`src/rtl/rom_arbiter.sv`:
```
// Two-port round-robin arbiter in front of the combinational program ROM read port.
// Define ROM_ARB_FIXED_PRIO_EN to replace round-robin with fixed priority for port 0.
module rom_arbiter #(
    parameter int unsigned ADDR_WIDTH = 12,
    parameter int unsigned DATA_WIDTH = 8
) (
    input  logic                  clk,
    input  logic                  reset,
    input  logic                  req0,
    input  logic [ADDR_WIDTH-1:0] addr0,
    output logic                  gnt0,
    output logic                  rvalid0,
    output logic [DATA_WIDTH-1:0] rdata0,
    input  logic                  req1,
    input  logic [ADDR_WIDTH-1:0] addr1,
    output logic                  gnt1,
    output logic                  rvalid1,
    output logic [DATA_WIDTH-1:0] rdata1,
    input  logic                  lock1,
    output logic [ADDR_WIDTH-1:0] rom_address,
    input  logic [DATA_WIDTH-1:0] rom_data,
    output logic                  busy
);

    logic                  last_grant_q, last_grant_d;
    logic                  lock_q, lock_d;
    logic [ADDR_WIDTH-1:0] rom_address_q, rom_address_d;
    logic                  s2_valid_q, s2_valid_d;
    logic                  s2_tag_q, s2_tag_d;
    logic                  s3_valid_q, s3_valid_d;
    logic                  s3_tag_q, s3_tag_d;
    logic [DATA_WIDTH-1:0] rdata0_q, rdata0_d;
    logic [DATA_WIDTH-1:0] rdata1_q, rdata1_d;
    logic                  gnt0_c, gnt1_c;

    // last_grant_q = 1 means port 1 was granted most recently.
    always_comb begin
        gnt0_c = 1'b0;
        gnt1_c = 1'b0;
        if (!reset) begin
            if (lock_q && req1) begin
                gnt1_c = 1'b1;
            end else if (req0 && req1) begin
`ifdef ROM_ARB_FIXED_PRIO_EN
                gnt0_c = 1'b1;
`else
                if (last_grant_q) begin
                    gnt0_c = 1'b1;
                end else begin
                    gnt1_c = 1'b1;
                end
`endif
            end else begin
                gnt0_c = req0;
                gnt1_c = req1;
            end
        end
    end

    always_comb begin
        rom_address_d = rom_address_q;
        last_grant_d  = last_grant_q;
        if (gnt0_c) begin
            rom_address_d = addr0;
            last_grant_d  = 1'b0;
        end else if (gnt1_c) begin
            rom_address_d = addr1;
            last_grant_d  = 1'b1;
        end
        lock_d     = lock1 & gnt1_c;
        s2_valid_d = gnt0_c | gnt1_c;
        s2_tag_d   = gnt1_c;
        s3_valid_d = s2_valid_q;
        s3_tag_d   = s2_tag_q;
        // rom_data reflects rom_address_q during stage 2.
        rdata0_d   = (s2_valid_q && !s2_tag_q) ? rom_data : rdata0_q;
        rdata1_d   = (s2_valid_q && s2_tag_q) ? rom_data : rdata1_q;
    end

    always_ff @(posedge clk) begin
        if (reset) begin
            last_grant_q  <= 1'b1;
            lock_q        <= 1'b0;
            rom_address_q <= '0;
            s2_valid_q    <= 1'b0;
            s2_tag_q      <= 1'b0;
            s3_valid_q    <= 1'b0;
            s3_tag_q      <= 1'b0;
            rdata0_q      <= '0;
            rdata1_q      <= '0;
        end else begin
            last_grant_q  <= last_grant_d;
            lock_q        <= lock_d;
            rom_address_q <= rom_address_d;
            s2_valid_q    <= s2_valid_d;
            s2_tag_q      <= s2_tag_d;
            s3_valid_q    <= s3_valid_d;
            s3_tag_q      <= s3_tag_d;
            rdata0_q      <= rdata0_d;
            rdata1_q      <= rdata1_d;
        end
    end

    assign gnt0        = gnt0_c;
    assign gnt1        = gnt1_c;
    assign rvalid0     = s3_valid_q & ~s3_tag_q;
    assign rvalid1     = s3_valid_q & s3_tag_q;
    assign rdata0      = rdata0_q;
    assign rdata1      = rdata1_q;
    assign rom_address = rom_address_q;
    assign busy        = s2_valid_q | s3_valid_q;

endmodule

```
`config.mk`:
```
export PLATFORM = sky130hd
export DESIGN_NAME = rom_arbiter
export DESIGN_NICKNAME = d
export VERILOG_FILES = /design/src/rtl/rom_arbiter.sv
export SDC_FILE = /design/constraint.sdc
export NUM_CORES = 1
export LEC_CHECK = 0
export CAP_MARGIN = 5
export CORE_MARGIN = 2
export CORE_UTILIZATION = 44
export DETAILED_ROUTE_END_ITERATION = 10
export HOLD_SLACK_MARGIN = 0.08
export PLACE_DENSITY = 0.95
export SYNTH_ARGS = -nofsm -noshare
export SYNTH_HDL_FRONTEND = slang
export SYNTH_SLANG_ARGS = --single-unit
```
`constraint.sdc`:
```
create_clock -name clk -period 4.2 [get_ports clk]
set_clock_uncertainty 0.15 [all_clocks]
set_input_delay 0.42 -clock clk [delete_from_list [all_inputs] [get_ports clk]]
set_output_delay 0.42 -clock clk [all_outputs]
set_load 0.02 [all_outputs]
```
==> run_1/layers.png <==
Scale bar: 20 µm.
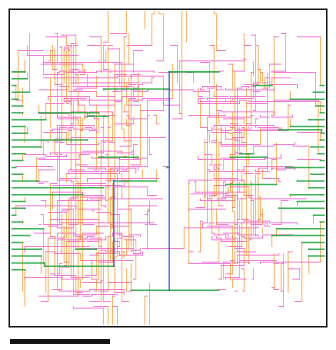
Blue marks M4, wire length 60.5 µm. Magenta marks M1, wire length 1600 µm. Orange marks M2, wire length 1780 µm. Green marks M3, wire length 358 µm.
vias: 1484
All-Layer GR Usage: 20.77%
drt total wl: 3.800 mm
WL per Instance: 13.92 µm

==> run_1/congestion_map.png <==
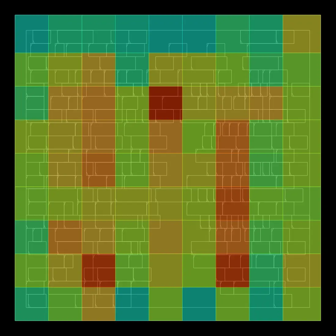
met2 Usage GRT: 34.04%
Most Used Layer, Global Route: met2
met1 Usage GRT: 24.50%
met3 Usage GRT: 8.108%

==> run_1/ff_map.png <==
Scale bar: 20 µm. Other sequential cells in the stronger grey, the rest of the logic in the fainter grey.
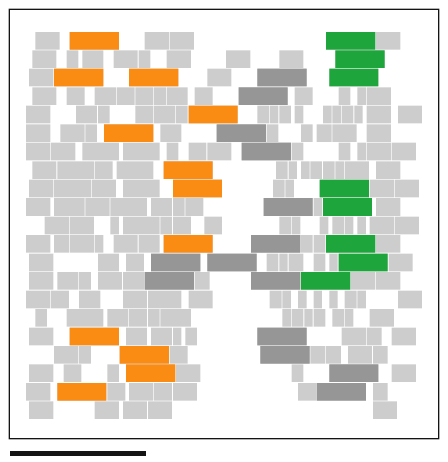
Green marks rdata0, sequential cells 8. Orange marks rom_address, sequential cells 12.
Reg area: 680.7 µm²
final core occ: 67.34%
fraction of area in registers: 30.29%

==> flow_summary.ini, run 1 <==
; yosys + openroad results
[global_routing]
grt_max_degree = 60
grt_first_pass_wirelength_mm = 6.437
antenna_found_initial = 0

[final_timing]
tns_ns = 0
final_max_slew_viol_count = 0
rsz0062_at_grt = no
post-route-period-util_pct = 72.48
holdWs_ns = 0.3120
min_period_ns = 3.044
maxSlewHeadroom_pct = 33.81

[cells_and_area]
design_area_um2 = 2247
logic_gates = 113
flops = 34
buffers = 70
num-clock-buffers = 7
final-clk-cell-share_pct = 2.673
n_antenna_cell = 0
inverters = 2
sh_comb_area_pct = 33.30
area_growth_pct = 46.73

[floorplan]
die_w_um = 63.00
n_tap_cell = 46

[run_status]
status = completed

[clock_tree]
htree_num_levels = 2
cts_buffer_depth = 2
cts_root_buf = clkbuf_4
cts_resized = 0
tritoncts = done

[placed_design]
io_buffers = 69
dpl_worst_slack_ns = 1.193

[setup_path]
critPathArrivalTime_ns = 2.47
r2r-start = s2_valid_q
critPathKind = in -> out
crit_path_frequent_cell = clkdlybuf4s50_1
startpoint_type = input pin
cp.required_ns = 3.63
path_cells = clkdlybuf4s50_1, inv_2, a211oi_2, clkdlybuf4s50_1
cpLargestDelayFamily = buffers and inverters
critical_path_buf_inv_count = 3

[detailed_routing]
wl_met3_um = 357
drc = 0
met2_length_mm = 1.779
firstDrtPassIters = 4
ant_nets = 0
wl_met1_mm = 1.602
viasPerCell = 5.436

[synth]
postSynthSeqShare_pct = 44.44
synth_nets = 203
syn_avg_cell_area_um2 = 9.226
flop_cell = dfxtp_1
common_cells = dfxtp_1, nand2_1, a21oi_1
netlist-cell-type-count = 22
postSynthCellCount = 166

[worst_hold_path]
min_to = rdata1[7]

[pwr]
cellPowerDensity_nw_per_um2 = 313.1
p_leak_nw = 0.7635
## run 1: cell families (layout without fill, tap and decap cells)
logic type | Yosys count | count (layout) | share of synthesized area (%)
AOI/OAI and AO/OA | 56 | 56 | 31.29
buffers and inverters | 19 | 80 | 6.699
DFF | 34 | 34 | 44.44
and+or+nand+nor | 57 | 57 | 17.56
## run 1: registers in the layout (all words and copies together), names as in the netlist
register,flops
s2_valid_q,1
s2_tag_q,1
rom_address,12
s3_tag_q,1
s3_valid_q,1
rdata1,8
rdata0,8
last_grant_q,1
lock_q,1
## run 1: placed cells by master (no fill, tap or decap)
| master | n |
|---|---|
| and2_1 | 2 |
| nand2b_1 | 2 |
| clkinv_2 | 1 |
| a211oi_1 | 1 |
| nor2b_1 | 4 |
| dfxtp_1 | 34 |
| a211oi_2 | 2 |
| or2_2 | 1 |
| buf_4 | 1 |
| nand2_1 | 25 |
| a21oi_1 | 16 |
| nand3_1 | 8 |
| buf_2 | 1 |
| nor2_1 | 1 |
| clkbuf_4 | 5 |
| clkbuf_8 | 1 |
| clkbuf_1 | 1 |
| and2b_4 | 1 |
| a2111oi_0 | 15 |
| clkdlybuf4s50_1 | 68 |
| o21bai_1 | 12 |
| o21ba_2 | 1 |
| inv_2 | 2 |
| a2111oi_2 | 9 |
| nor3_1 | 13 |
## run 1: where the power goes
part           internal, W  total (W)  switching (W)
Combinational    0.0000812   0.000163      0.0000816
Clock            0.0000811   0.000186       0.000105
Sequential        0.000342   0.000355      0.0000134
Total             0.000504   0.000704       0.000200
## run 1: tightest hold or removal path, cell delays in order, from the launching register on
cell	delay, ns
dfxtp_1	0.32
nand2_1	0.05
a21oi_1	0.05
--- run 2 (diff from run 1) ---
--- a/config.mk
+++ b/config.mk
@@ -7,10 +7,10 @@
 export LEC_CHECK = 0
 export CAP_MARGIN = 5
 export CORE_MARGIN = 2
-export CORE_UTILIZATION = 44
+export CORE_UTILIZATION = 37
 export DETAILED_ROUTE_END_ITERATION = 10
 export HOLD_SLACK_MARGIN = 0.08
-export PLACE_DENSITY = 0.95
+export PLACE_DENSITY = 0.87
 export SYNTH_ARGS = -nofsm -noshare
 export SYNTH_HDL_FRONTEND = slang
 export SYNTH_SLANG_ARGS = --single-unit
==> constraint.sdc (replaced) <==
create_clock -name clk -period 2.8 [get_ports clk]
set_clock_uncertainty 0.15 [all_clocks]
set_input_delay 0.28 -clock clk [delete_from_list [all_inputs] [get_ports clk]]
set_output_delay 0.28 -clock clk [all_outputs]
set_load 0.02 [all_outputs]
==> run_2/route_heat.png <==
Scale bar: 20 µm. 14 x 14 tiles, from dark blue (low) to red (high), scaled to the fullest tile. Values are wire area over tile area, all layers added.
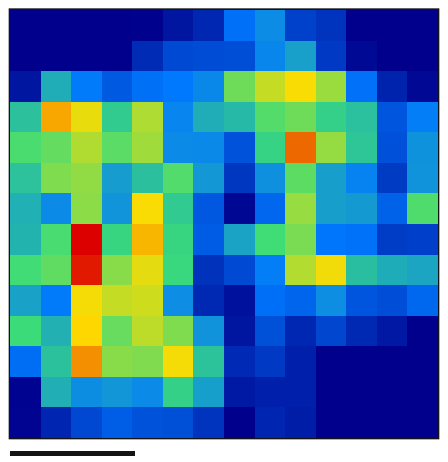
24% of the tiles are over half the peak. The emptiest ninth of the die: lower right. The fullest tile reaches 0.44. The densest ninth of the die: middle left. 17% of the tiles are nearly empty. The mean over all tiles is 0.13.
vias: 1482
WL per Instance: 13.60 µm
All-Layer GR Usage: 17.80%

==> run_2/ff_map.png <==
Scale bar: 20 µm. Other sequential cells in the stronger grey, the rest of the logic in the fainter grey.
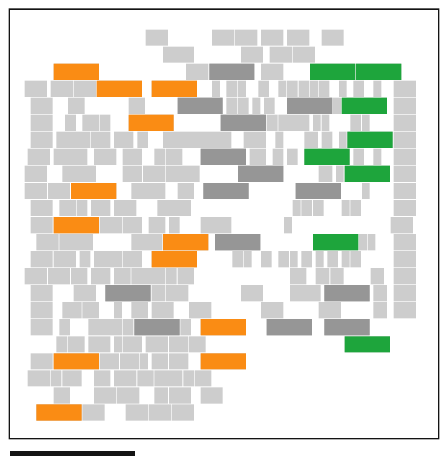
Orange marks rom_address, sequential cells 12. Green marks rdata0, sequential cells 8.
fraction of area in registers: 29.04%
final core occ: 58.59%
P_seq: 0.000530 W

==> flow_summary.ini, run 2 <==
; yosys + openroad results
[final_timing]
fin_ws_ns = 0.4350
post-route-period-util_pct = 84.47
tns_ns = 0
min_period_ns = 2.365
maxSlewHeadroom_pct = 66.22
rsz0062_at_grt = no
setup_viol = 0
final_max_slew_viol_count = 0
finalHoldViolations = 0
holdWs_ns = 0.2053

[setup_path]
r2r-start = lock_q
path_cells = nand2b_1, a211oi_2, clkdlybuf4s50_1
critPathArrivalTime_ns = 1.94
critPathKind = reg -> out
r2r_cells = 3
cp_slowest_cell = clkdlybuf4s50_1
cp.required_ns = 2.37
startpoint_type = register
critPathMaxFanout = 13
cp-end-kind = output port
r2r_slack_ns = 1.23

[synth]
synth_top_area_share_pct = 44.44
async_reset_ff_share_pct = 0
synth_area_um2 = 1531
postSynthCellCount = 166
ys.flops = 34
xor_area_share_pct = 0
postSynthSeqShare_pct = 44.44
edf_count = 0
flop_cell = dfxtp_1
yosys.area_share.simple_pct = 17.57
yosysCellCount = 166
synth_nets = 203
synth.cellmix.compoundShare_pct = 31.29
netlist-cell-type-count = 22
most_common_cell = dfxtp_1
syn_avg_cell_area_um2 = 9.226
topCellsByArea = dfxtp_1, a2111oi_2, a2111oi_0
mux_share_pct = 0
ys_sh_adder_pct = 0
synthTopLogicFamily = AND-OR/OR-AND gates
common_cells = dfxtp_1, nand2_1, a21oi_1

[placed_design]
io_buffers = 69
dpl.cell_count = 274
dpl_worst_slack_ns = 0.5919
place_area_um2 = 2230

[pwr]
p_leak_nw = 0.8028
power_w = 0.001241
cellPowerDensity_nw_per_um2 = 529.6

[global_routing]
antenna_found_initial = 0
grt_max_degree = 51
grt_first_pass_wirelength_mm = 6.099
overflow = 0

[clock_tree]
htree_num_levels = 2
numCtsBuffers = 5
tritoncts = done
cts_buffer_depth = 2
cts_hold_buf = 0
clock-sinks = 34
cts_root_buf = clkbuf_8
cts_resized = 0
postCtsSetupBuffers = 0
path_clk_slew_ns = 0.07

[floorplan]
die_y_um = 68.34
floorplan.rows = 23
die_w_um = 68.34
fp.coreArea_um2 = 4000
fp_util_pct = 38.29

[cells_and_area]
lay_top_count = clkdlybuf4s50_1
final_nets = 268
design_area_um2 = 2344
final_cell_mix = clkdlybuf4s50_1, dfxtp_1, nand2_1
fillers = 368
n_antenna_cell = 0
area_growth_pct = 53.02
largest_register_ff_count = 12
final_cells = 282

[job]
warning_count = 26

[detailed_routing]
drc = 0
viasPerCell = 5.255
drt_iter0_markers = 77
ant_nets = 0
wl_mm = 3.835
firstDrtPassIters = 4

[worst_hold_path]
hold_class = in -> reg
hp-start = reset

[run_status]
status = completed
[run 2: logic make-up (layout without fill, tap and decap cells)]
| kind of cell | after synthesis | after routing |
|---|---|---|
| compound gates | 56 | 56 |
| simple gates | 57 | 57 |
| flops | 34 | 34 |
| buf+inv | 19 | 85 |
[run 2: worst min-delay path by stage]
stage,end,slack (ns),cells after the start
after global placement,rdata1[5],0.29,2
final,last_grant_q,0.21,3
after detailed placement,rdata0[2],0.30,2
after global routing,last_grant_q,0.24,3
after floorplan,lock_q,0.25,1
after CTS,last_grant_q,0.20,3
[run 2: layer usage]
layer / global-route usage, % / wire (µm) / vias up / share of wire, %
met4: 6.250 / 43 / 0 / 1.1
met3: 7.237 / 301 / 5 / 7.8
met1: 20.16 / 1684 / 675 / 44
met5: 0 / 0 / - / 0
met2: 30.10 / 1805 / 56 / 47
li1: - / - / 746 / -
[run 2: final cells by class]
cell class              instances  area [µm²]  area share (%)
clock buffers                   5       68.82           2.936
multi-input cells             113       748.2           31.93
repair buffers                 75       730.7           31.18
well taps                      50       62.56           2.670
inverters                       2       7.507          0.3203
flip-flops and latches         34       680.7           29.04
clock inverters                 3       45.04           1.922
[run 2: power breakdown]
| group | switching, W | total, W | internal [W] |
|---|---|---|---|
| Sequential | 0.0000172 | 0.000530 | 0.000512 |
| Clock | 0.000195 | 0.000460 | 0.000265 |
| Combinational | 0.000125 | 0.000251 | 0.000127 |
| Total | 0.000337 | 0.00124 | 0.000904 |
[run 2: critical path, delay by kind of cell, from the launching register on]
| kind | cells | cell delay [ns] |
|---|---|---|
| compound gates | 1 | 0.36 |
| buf+inv | 1 | 0.65 |
| flops | 1 | 0.31 |
| simple gates | 1 | 0.33 |
--- run 3 (diff from run 2) ---
--- a/config.mk
+++ b/config.mk
@@ -7,10 +7,10 @@
 export LEC_CHECK = 0
 export CAP_MARGIN = 5
 export CORE_MARGIN = 2
-export CORE_UTILIZATION = 37
+export CORE_UTILIZATION = 41
 export DETAILED_ROUTE_END_ITERATION = 10
 export HOLD_SLACK_MARGIN = 0.08
-export PLACE_DENSITY = 0.87
+export PLACE_DENSITY = 0.9
 export SYNTH_ARGS = -nofsm -noshare
 export SYNTH_HDL_FRONTEND = slang
 export SYNTH_SLANG_ARGS = --single-unit
==> constraint.sdc (replaced) <==
create_clock -name clk -period 2.25 [get_ports clk]
set_clock_uncertainty 0.15 [all_clocks]
set_input_delay 0.225 -clock clk [delete_from_list [all_inputs] [get_ports clk]]
set_output_delay 0.225 -clock clk [all_outputs]
set_load 0.02 [all_outputs]
==> run_3/congestion_map.png <==
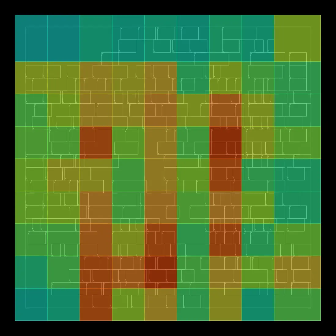
final core occ: 64.22%
met3 Usage GRT: 5.308%
All-Layer GR Usage: 19.70%
met1 Usage GRT: 23.14%
met2 Usage GRT: 35.70%

==> run_3/class_map.png <==
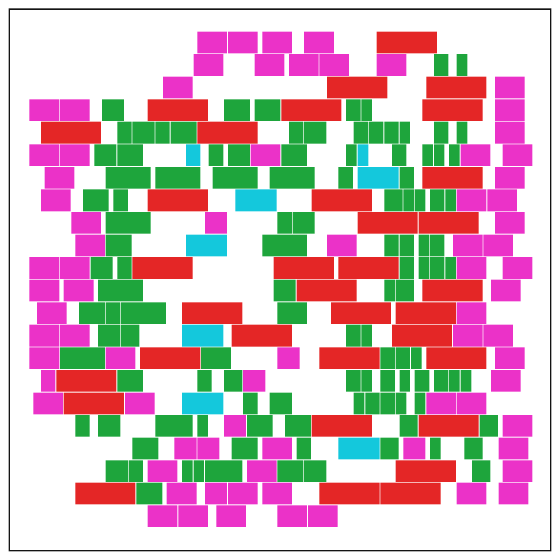
Cyan marks clock drivers and dummy loads, cells 8, share of their area 4.0%. Red marks sequential cells, cells 34, share of their area 30%. Magenta marks remaining buffers and delay cells, cells 77, share of their area 33%. Green marks remaining logic cells, cells 115, share of their area 33%.

==> flow_summary.ini, run 3 <==
; yosys + openroad results
[pwr]
power_w = 0.001438
power_frac_comb_pct = 22.3
switching_power_w = 0.0003919
cellPowerDensity_nw_per_um2 = 616.2
p_sw_share_pct = 27.26
p_seq_share_pct = 45.8
p_leak_nw = 0.8105
power.group.top = sequential cells

[synth]
ys.flops = 34
synth_top_area_share_pct = 44.44
flop_cell = dfxtp_1
netlist-cell-type-count = 22
edf_count = 0
common_cells = dfxtp_1, nand2_1, a21oi_1
topCellsByArea = dfxtp_1, a2111oi_2, a2111oi_0
postSynthCellCount = 166
async_reset_ff_share_pct = 0

[cells_and_area]
final_cell_mix = clkdlybuf4s50_1, dfxtp_1, nand2_1
final_nets = 270
largest_register_ff_count = 12
area_growth_pct = 52.37
lay_top_count = clkdlybuf4s50_1
n_antenna_cell = 0
final_cells = 282
design_area_um2 = 2333

[setup_path]
path_cells = and2b_4, a211oi_2, clkdlybuf4s50_1
critPathMaxFanout = 14
critPathArrivalTime_ns = 1.79
cp.required_ns = 1.88
cpLargestDelayFamily = buffers and inverters
startpoint_type = register
critPathKind = reg -> out
cp-end-kind = output port
critical_path_buf_inv_count = 1

[placed_design]
dpl.cell_count = 274
io_buffers = 69

[detailed_routing]
routedWlPerCell_um = 13.91
viasPerCell = 5.287
ant_nets = 0
wl_met3_um = 283
wl_met1_mm = 1.748
firstDrtPassIters = 4
drt_iter0_markers = 86
drc = 0

[clock_tree]
cts_resized = 0
path_clk_slew_ns = 0.07
htree_num_levels = 2
cts_root_buf = clkbuf_8
numCtsBuffers = 5
tritoncts = done
clock-sinks = 34
cts_hold_buf = 0
postCtsSetupBuffers = 0

[global_routing]
grt_max_degree = 27
grt_first_pass_wirelength_mm = 6.575
overflow = 0

[floorplan]
floorplan.rows = 22
fp_util_pct = 42.15
die_w_um = 65.12

[final_timing]
min_period_ns = 2.162
rsz0062_at_grt = no
setup_viol = 0
maxSlewHeadroom_pct = 66.33

[run_status]
status = completed

[job]
warning_count = 26

[worst_hold_path]
hold_class = in -> reg
run 3: cell counts after synthesis:
Identical to the previous run, type by type.
run 3: metrics by stage:
step	hold WS (ns)	util [%]	worst slack, ns
CTS	0.1532	64.22	0.06763
detailed placement	0.2973	61.71	0.1717
floorplan	0.1967	-	0.8275
global route	0.1833	64.22	0.00007461
global placement	0.2923	61.71	0.1565
finish	0.1720	64.22	0.08796
run 3: cell families (layout without fill, tap and decap cells):
family	after synthesis	after routing	synth area share, %
buffers and inverters	19	87	6.699
AND-OR/OR-AND	56	56	31.29
flip-flops	34	34	44.44
AND/OR/NAND/NOR	57	57	17.56
run 3: layer usage:
layer | GRT usage (%) | vias up
met5 | 0 | -
met4 | 4.688 | 0
met3 | 5.308 | 3
met2 | 35.70 | 59
met1 | 23.14 | 680
li1 | - | 749
run 3: layout make-up:
| type | instances | area [µm²] |
|---|---|---|
| repair buffers | 77 | 745.7 |
| flip-flops and latches | 34 | 680.7 |
| well taps | 48 | 60.06 |
| clock inverters | 1 | 5.005 |
| multi-input cells | 113 | 748.2 |
| fillers | 312 | 1300 |
| inverters | 2 | 7.507 |
| clock buffers | 7 | 86.33 |
run 3: final timing paths:
kind,slack [ns],startpoint,end,cells after the start
setup / recovery,0.09,lock_q,gnt1,3
hold / removal,0.17,reset,s3_tag_q,2
setup reg to reg,0.79,lock_q,rom_address[6],4
hold reg to reg,0.30,rdata0[7],rdata0[7],2
run 3: worst reg2reg max path: cells and delay by family, from the launching register on:
kind	cells	cell delay, ns
DFF	1	0.30
and+or+nand+nor	2	0.25
buffers and inverters	1	0.19
AOI/OAI and AO/OA	1	0.44
Power figures rest on the tool's default switching activity, not on a simulated workload.
